`config.mk`:
```
export PLATFORM = sky130hd
export DESIGN_NAME = seven_segment_scan_ctrl
export DESIGN_NICKNAME = d
export VERILOG_FILES = /design/src/rtl/seven_segment_scan_ctrl.sv
export SDC_FILE = /design/constraint.sdc
export NUM_CORES = 1
export LEC_CHECK = 0
export ABC_CLOCK_PERIOD_IN_PS = 4500
export CAP_MARGIN = 20
export CORE_ASPECT_RATIO = 1.5
export CORE_MARGIN = 2
export CORE_UTILIZATION = 59
export CTS_CLUSTER_SIZE = 16
export DETAILED_ROUTE_END_ITERATION = 8
export GPL_TIMING_DRIVEN = 0
export PLACE_DENSITY = 0.9
export SETUP_SLACK_MARGIN = 0.1
export SLEW_MARGIN = 20
export SYNTH_ARGS = -nofsm -noshare
export SYNTH_HDL_FRONTEND = slang
export SYNTH_SLANG_ARGS = --single-unit
```
`constraint.sdc`:
```
create_clock -name clk -period 4.5 [get_ports clk]
set_clock_uncertainty 0.05 [all_clocks]
set_input_delay 0.9 -clock clk [delete_from_list [all_inputs] [get_ports clk]]
set_output_delay 0.9 -clock clk [all_outputs]
set_load 0.005 [all_outputs]
```
`src/rtl/seven_segment_scan_ctrl.sv`:
```
// Time-multiplexed 7-segment scan controller with anti-ghost blanking,
// frame-synchronous (tear-free) data latching and leading-zero suppression.

module seven_segment (
  input  logic [3:0] Binary_Num,
  output logic [6:0] Segment
);
  // Segment bit order {g,f,e,d,c,b,a}, active-high; non-BCD codes show a dash.
  always_comb begin
    case (Binary_Num)
      4'd0:    Segment = 7'h3F;
      4'd1:    Segment = 7'h06;
      4'd2:    Segment = 7'h5B;
      4'd3:    Segment = 7'h4F;
      4'd4:    Segment = 7'h66;
      4'd5:    Segment = 7'h6D;
      4'd6:    Segment = 7'h7D;
      4'd7:    Segment = 7'h07;
      4'd8:    Segment = 7'h7F;
      4'd9:    Segment = 7'h6F;
      default: Segment = 7'h40;
    endcase
  end
endmodule

module seven_segment_scan_ctrl #(
  parameter int unsigned NUM_DIGITS   = 4,
  parameter int unsigned REFRESH_DIV  = 1000,
  parameter int unsigned BLANK_CYCLES = 2,
  parameter int unsigned IDX_W        = 2
) (
  input  logic                    clk,
  input  logic                    rst,
  input  logic                    load,
  input  logic [4*NUM_DIGITS-1:0] data_in,
  input  logic                    lz_blank_en,
  output logic [6:0]              Segment,
  output logic [NUM_DIGITS-1:0]   Digit_En,
  output logic [IDX_W-1:0]        digit_idx,
  output logic                    frame_done
);
  localparam int unsigned CNT_MAX = (REFRESH_DIV > BLANK_CYCLES) ? REFRESH_DIV : BLANK_CYCLES;
  localparam int unsigned CNT_W   = $clog2(CNT_MAX + 1);

  typedef enum logic {S_BLANK, S_SHOW} state_t;

  state_t                  state, state_nx;
  logic [CNT_W-1:0]        cnt, cnt_nx;
  logic [IDX_W-1:0]        idx_nx;
  logic [4*NUM_DIGITS-1:0] pending, shadow;
  logic [3:0]              nibble;
  logic [6:0]              dec_seg;
  logic                    seg_blank;
  logic                    zero_acc;
  logic                    last_digit;
  logic [6:0]              seg_nx;
  logic [NUM_DIGITS-1:0]   en_nx;
  logic                    fd_nx;

  seven_segment u_dec (
    .Binary_Num (nibble),
    .Segment    (dec_seg)
  );

  // Select the current digit's nibble and decide leading-zero blanking:
  // zero_acc tracks "all digits from here up to the MSD are zero".
  always_comb begin
    nibble    = '0;
    seg_blank = 1'b0;
    zero_acc  = 1'b1;
    for (int unsigned i = NUM_DIGITS; i > 0; i--) begin
      zero_acc = zero_acc & (shadow[4*(i-1) +: 4] == 4'd0);
      if (digit_idx == IDX_W'(i-1)) begin
        nibble    = shadow[4*(i-1) +: 4];
        seg_blank = lz_blank_en & zero_acc & (i > 1);
      end
    end
  end

  assign last_digit = (digit_idx == IDX_W'(NUM_DIGITS-1));

  // Outputs are computed for the next state and registered, so Segment and
  // Digit_En always switch together on the state-change edge.
  always_comb begin
    state_nx = state;
    cnt_nx   = cnt + CNT_W'(1);
    idx_nx   = digit_idx;
    seg_nx   = '0;
    en_nx    = '0;
    fd_nx    = 1'b0;
    case (state)
      S_BLANK: begin
        if (cnt == CNT_W'(BLANK_CYCLES-1)) begin
          state_nx = S_SHOW;
          cnt_nx   = '0;
          en_nx    = NUM_DIGITS'(1) << digit_idx;
          seg_nx   = seg_blank ? 7'h00 : dec_seg;
          fd_nx    = (REFRESH_DIV == 1) && last_digit;
        end
      end
      S_SHOW: begin
        if (cnt == CNT_W'(REFRESH_DIV-1)) begin
          state_nx = S_BLANK;
          cnt_nx   = '0;
          idx_nx   = last_digit ? '0 : digit_idx + IDX_W'(1);
        end else begin
          seg_nx = Segment;
          en_nx  = Digit_En;
          fd_nx  = (cnt_nx == CNT_W'(REFRESH_DIV-1)) && last_digit;
        end
      end
      default: state_nx = S_BLANK;
    endcase
  end

  always_ff @(posedge clk) begin
    if (rst) begin
      state      <= S_BLANK;
      cnt        <= '0;
      digit_idx  <= '0;
      Segment    <= '0;
      Digit_En   <= '0;
      frame_done <= 1'b0;
      pending    <= '0;
      shadow     <= '0;
    end else begin
      state      <= state_nx;
      cnt        <= cnt_nx;
      digit_idx  <= idx_nx;
      Segment    <= seg_nx;
      Digit_En   <= en_nx;
      frame_done <= fd_nx;
      if (load)
        pending <= data_in;
      // frame_done marks the last show cycle, so shadow swaps between frames.
      if (frame_done)
        shadow <= pending;
    end
  end
endmodule

```
### PDN straps and rails

Pins as bars on the die edge. Tap cells in gray.
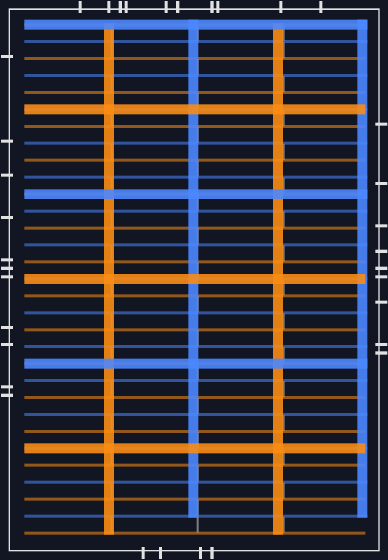
VDD: drawn in blue. VSS: drawn in orange.
48 tap cells. 6 straps on met5.
worst ir drop on vdd: 254 uV
area of the core region: 4470 um2
chip height: 86.7 um
die outline width: 59.1 um

### Placed standard cells

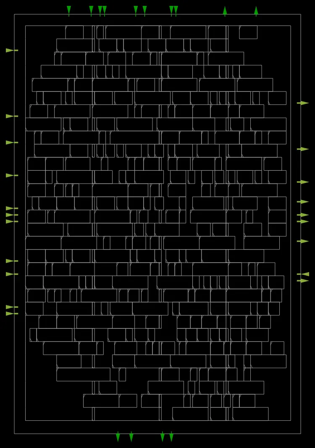
Post-Route Utilization: 0.731
final instance count without filler cells: 380
fraction of area in registers: 0.349
fill count: 352
well tap count: 48

### Placed cells, one color a class

Scale bar: 20 um. Fill, decap, tap and diode cells in gray.
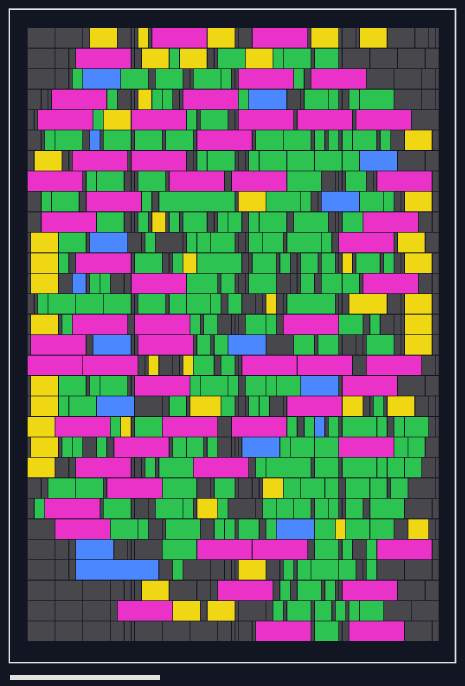
clock drivers and dummy loads: drawn in blue, cells 16, share of their area 6.5%. all other logic: drawn in green, cells 212, share of their area 45%. other buffers and delay cells: drawn in yellow, cells 47, share of their area 13%. flip-flops: drawn in magenta, cells 57, share of their area 36%.

### Clock network drawn from the DEF

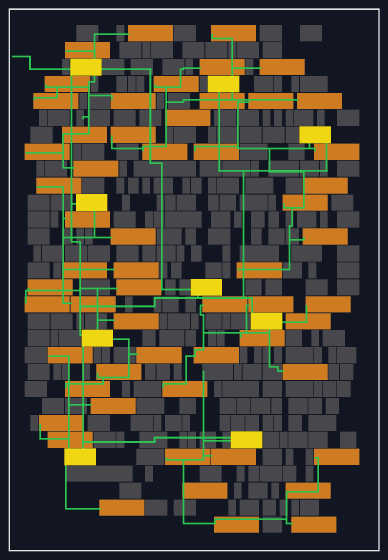
cells driving clock nets: drawn in yellow, count 9. clock wires: drawn in green, length 754 um. flip-flops: drawn in orange, count 57.
There are 10 routed clock nets. Position of the flops: spread over the die.
clock network latency to the later pin of the worst-skew pair: 340 ps
fraction of power consumed by the clock network: 0.426

### Met2 routing

Scale bar: 20 um.
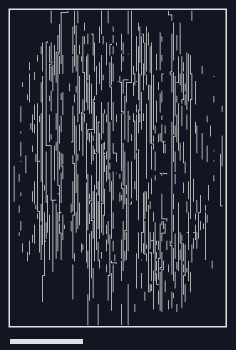
The layer holds 56% of the routed length. The longest straight run is 46.2 um. 297 nets have wire on it. The layer carries 2930 um of wire.

==> flow_results.org <==
* Implementation run

** Clock network
- The cell sitting at the root of the clock tree is a clkbuf_8.
- TritonCTS clock tree :: done
- Number of CTS-inserted buffers :: 9
- Max clock buf depth :: 2
- CTS saw 57 sinks.
- Number of resized instances in the post-cts repair step :: 0
- Number of setup buffers added after CTS :: 0
- Clock-pin slew on the worst setup and hold paths :: 70 ps
- After clock tree synthesis, the flow added hold-fix buffers numbering 0.
- H-tree levels :: 3

** Floorplan
- Floorplan die area :: 5120 um2
- Init Core Util :: 0.602
- Std-Cell Rows :: 30
- Pin placement for this block handled 34 I/O pins.

** Drt
- The routed design uses 2930 um of met2 wire.
- In the final routing, the length of wire on met1 measures 2120 um.
- Post-DR vias/cell :: 5.49
- The iteration count recorded for the first detailed-route pass is 4.
- Violation count after the first detailed-routing iteration :: 65
- The highest metal layer carrying signal wires in the routed design is met4.
- The script logs the mean routed wire length per placed instance as 13.8 um.
- For this run, design rule violations remaining after detail routing come to 0.
- Vias :: 2087
- Detailed-route wire length :: 5260 um
- The detail route stage leaves a number of antenna-violating nets equal to 0.
- The routed design uses 151 um of met3 wire.

** Setup path
- Kind of end point of the critical path :: flip-flop
- STA classifies the critical path startpoint as a flip-flop.
- Required time of the critical path :: 4690 ps
- Cell family with the largest share of critical-path delay :: AND-OR/OR-AND gates
- Counting both buffers and inverters, the worst setup path holds a total of 3.
- The critical path starts at digit_idx[0].
- OpenSTA lists the critical path endpoint as Segment[5].
- Setup slack, reg-to-reg :: 2090 ps
- Type of the setup path with the least slack :: reg2reg
- Total stage count of the critical path :: 10
- Delay of the slowest critical-path stage :: 430 ps
- Reg-to-reg startpoint :: digit_idx[0]
- For the worst setup path, the data arrival time is 2600 ps.
- Cell with the largest stage delay on the worst path :: dfxtp_1
- Capture instance of the worst register-to-register path :: Segment[5]
- Worst-path cell chain :: inv_1 -> ha_1 -> buf_2 -> a21oi_1 -> a22o_1 -> inv_1 -> ha_1 -> or2_2 -> a21oi_1 -> o21ai_2
- STA lists the maximum fanout along the critical path as 10.
- The number of cells on the worst reg-to-reg path is 10.

** Timing
- Per the timing report, the achievable frequency comes out to 415 MHz.
- Final hold violation count :: 0
- Normalized max-slew margin :: 0.678
- Setup repair after global routing left no endpoint under its margin.
- Setup violations, final :: 0
- The final max-slew violation count recorded for this run is 0.
- Slew at the pin closest to its max-slew limit :: 483 ps
- In the finished design, the share of the clock period the worst path needs comes to 0.535.
- Fin Setup TNS :: 0 ps
- For the finished layout, the period the worst path requires is 2410 ps.
- Final Hold Slack :: 402 ps

** Cells and area
- From synthesis to final layout, the design area changed by 21.5%.
- For this run, the post-layout net count is 359.
- Diode insertion count for antenna repair :: 0
- Ranking logic cells in the layout by count gives the top entries dfxtp_1 (57), nor2_1 (53), mux2i_1 (36).
- The most common logic cell in the final layout is dfxtp_1.
- In the final layout, the share of cells above drive strength 1 is 0.108.

** GRT
- Overflow left after global routing :: 0
- In the global route stage, met1 resource usage came out at 0.244.
- First-pass GRT wire length :: 9050 um
- The number of global-route vias before repair is 2062.
- Met2 Use GR :: 0.419
- GR peak layer :: met2
- Entering global routing, the biggest net connects 11 pins.
- Across every metal layer, demand over resource in global routing totals 0.235.
- For met3 alone, demand over resource in global routing was 0.0642.
- Initial antenna violation count :: 0

** Worst hold path
- Worst min path class :: reg2reg
- Cells on Worst Hold Path :: 2
- The worst hold path begins at Segment[1].
- Endpoint with the worst hold slack :: Segment[1]

** Placed design
- Detailed placement finished with a half-perimeter wire length of 3800 um.
- Number of placed instances with taps included :: 364
- Placer congestion estimate :: 0.874
- Count of buffers from port buffering :: 31

** Synth
- Sequential element share of the synthesized area :: 0.424
- Count of instantiated cells in the yosys netlist :: 285
- Chip area line of the yosys report :: 2690 um2
- Post-Synthesis Net Count :: 317
- Average footprint of a synthesized cell :: 9.43 um2
- Synthesis inferred 57 register bits.
- Count of flip-flops with a built-in enable after synthesis :: 0
- The synthesized instance count is 285.
- Summed instance area of the synthesized netlist :: 2690 um2
- Distinct lib cells used :: 51
- Main synth FF type :: dfxtp_1
- The Yosys step of the flow raised 0 warnings.
- Post-synth ARST share :: 0

** Pwr
- Per the summary, power density relative to cell area is 356 nW/um2.
- LEAKAGE :: 1.27 nW

** Job
- Per the run summary, max-cap violations total 0.
- Across all stage logs, warnings added up to 35.

** Status
- The run finished with clean final reports.
synth_stat cells (2+ instances only):
library cell  number  area [um2]
a21oi_1           11        55.1
a221o_1            2        20.0
a22o_1             2        17.5
a22oi_1            5        37.5
and3_1             4        25.0
buf_2              3        15.0
buf_4              3        22.5
clkbuf_1           7        26.3
dfxtp_1           57        1140
ha_1              12         150
inv_1             13        48.8
mux2i_1           36         360
nand2_1           18        67.6
nand2b_1           2        12.5
nand3_1            2        10.0
nand3b_1           3        22.5
nand4b_1           2        17.5
nor2_1            53         199
nor4_1             3        18.8
nor4b_1            2        17.5
o21ai_0            4        20.0
o21ai_2            5        43.8
or3_1              2        12.5
xnor2_1            5        43.8
xor2_1             3        26.3
cell type report:
class	count	area [um2]
plain buffers	16	96.3
multi-input cells	199	1400
flip-flops and latches	57	1140
clock buffers	14	173
fillers	352	1200
well taps	48	60.1
clock inverters	2	35.0
repair buffers	31	310
inverters	13	48.8
cell families after synthesis:
family,share of synthesized area
fa+ha+maj,0.0558
flops,0.424
mux,0.134
xor+xnor,0.0261
compound gates,0.129
buf+inv,0.0540
simple gates,0.177
sequential cells by signal, indices dropped and copies added (netlist names):
signal      cells
pending        16
shadow         16
cnt            10
Segment         7
Digit_En        4
digit_idx       2
frame_done      1
state           1
stage by stage:
stage          utilization  instance area, um2  total power, W  setup WS, ps
6_report             0.731                3270         0.00116          2090
5_1_grt              0.731                3270         0.00121          1870
4_1_cts              0.731                3270         0.00118          2100
3_5_place_dp         0.685                3060        0.000680          2140
3_3_place_gp         0.685                3060        0.000676          2200
2_1_floorplan            -                2690        0.000628          2340
power by group:
| part | switching [W] | internal [W] | total (W) |
|---|---|---|---|
| registers | 0.0000166 | 0.000530 | 0.000547 |
| logic | 0.0000547 | 0.0000671 | 0.000122 |
| clock network | 0.000195 | 0.000301 | 0.000496 |
Power figures rest on the tool's default switching activity, not on a simulated workload.
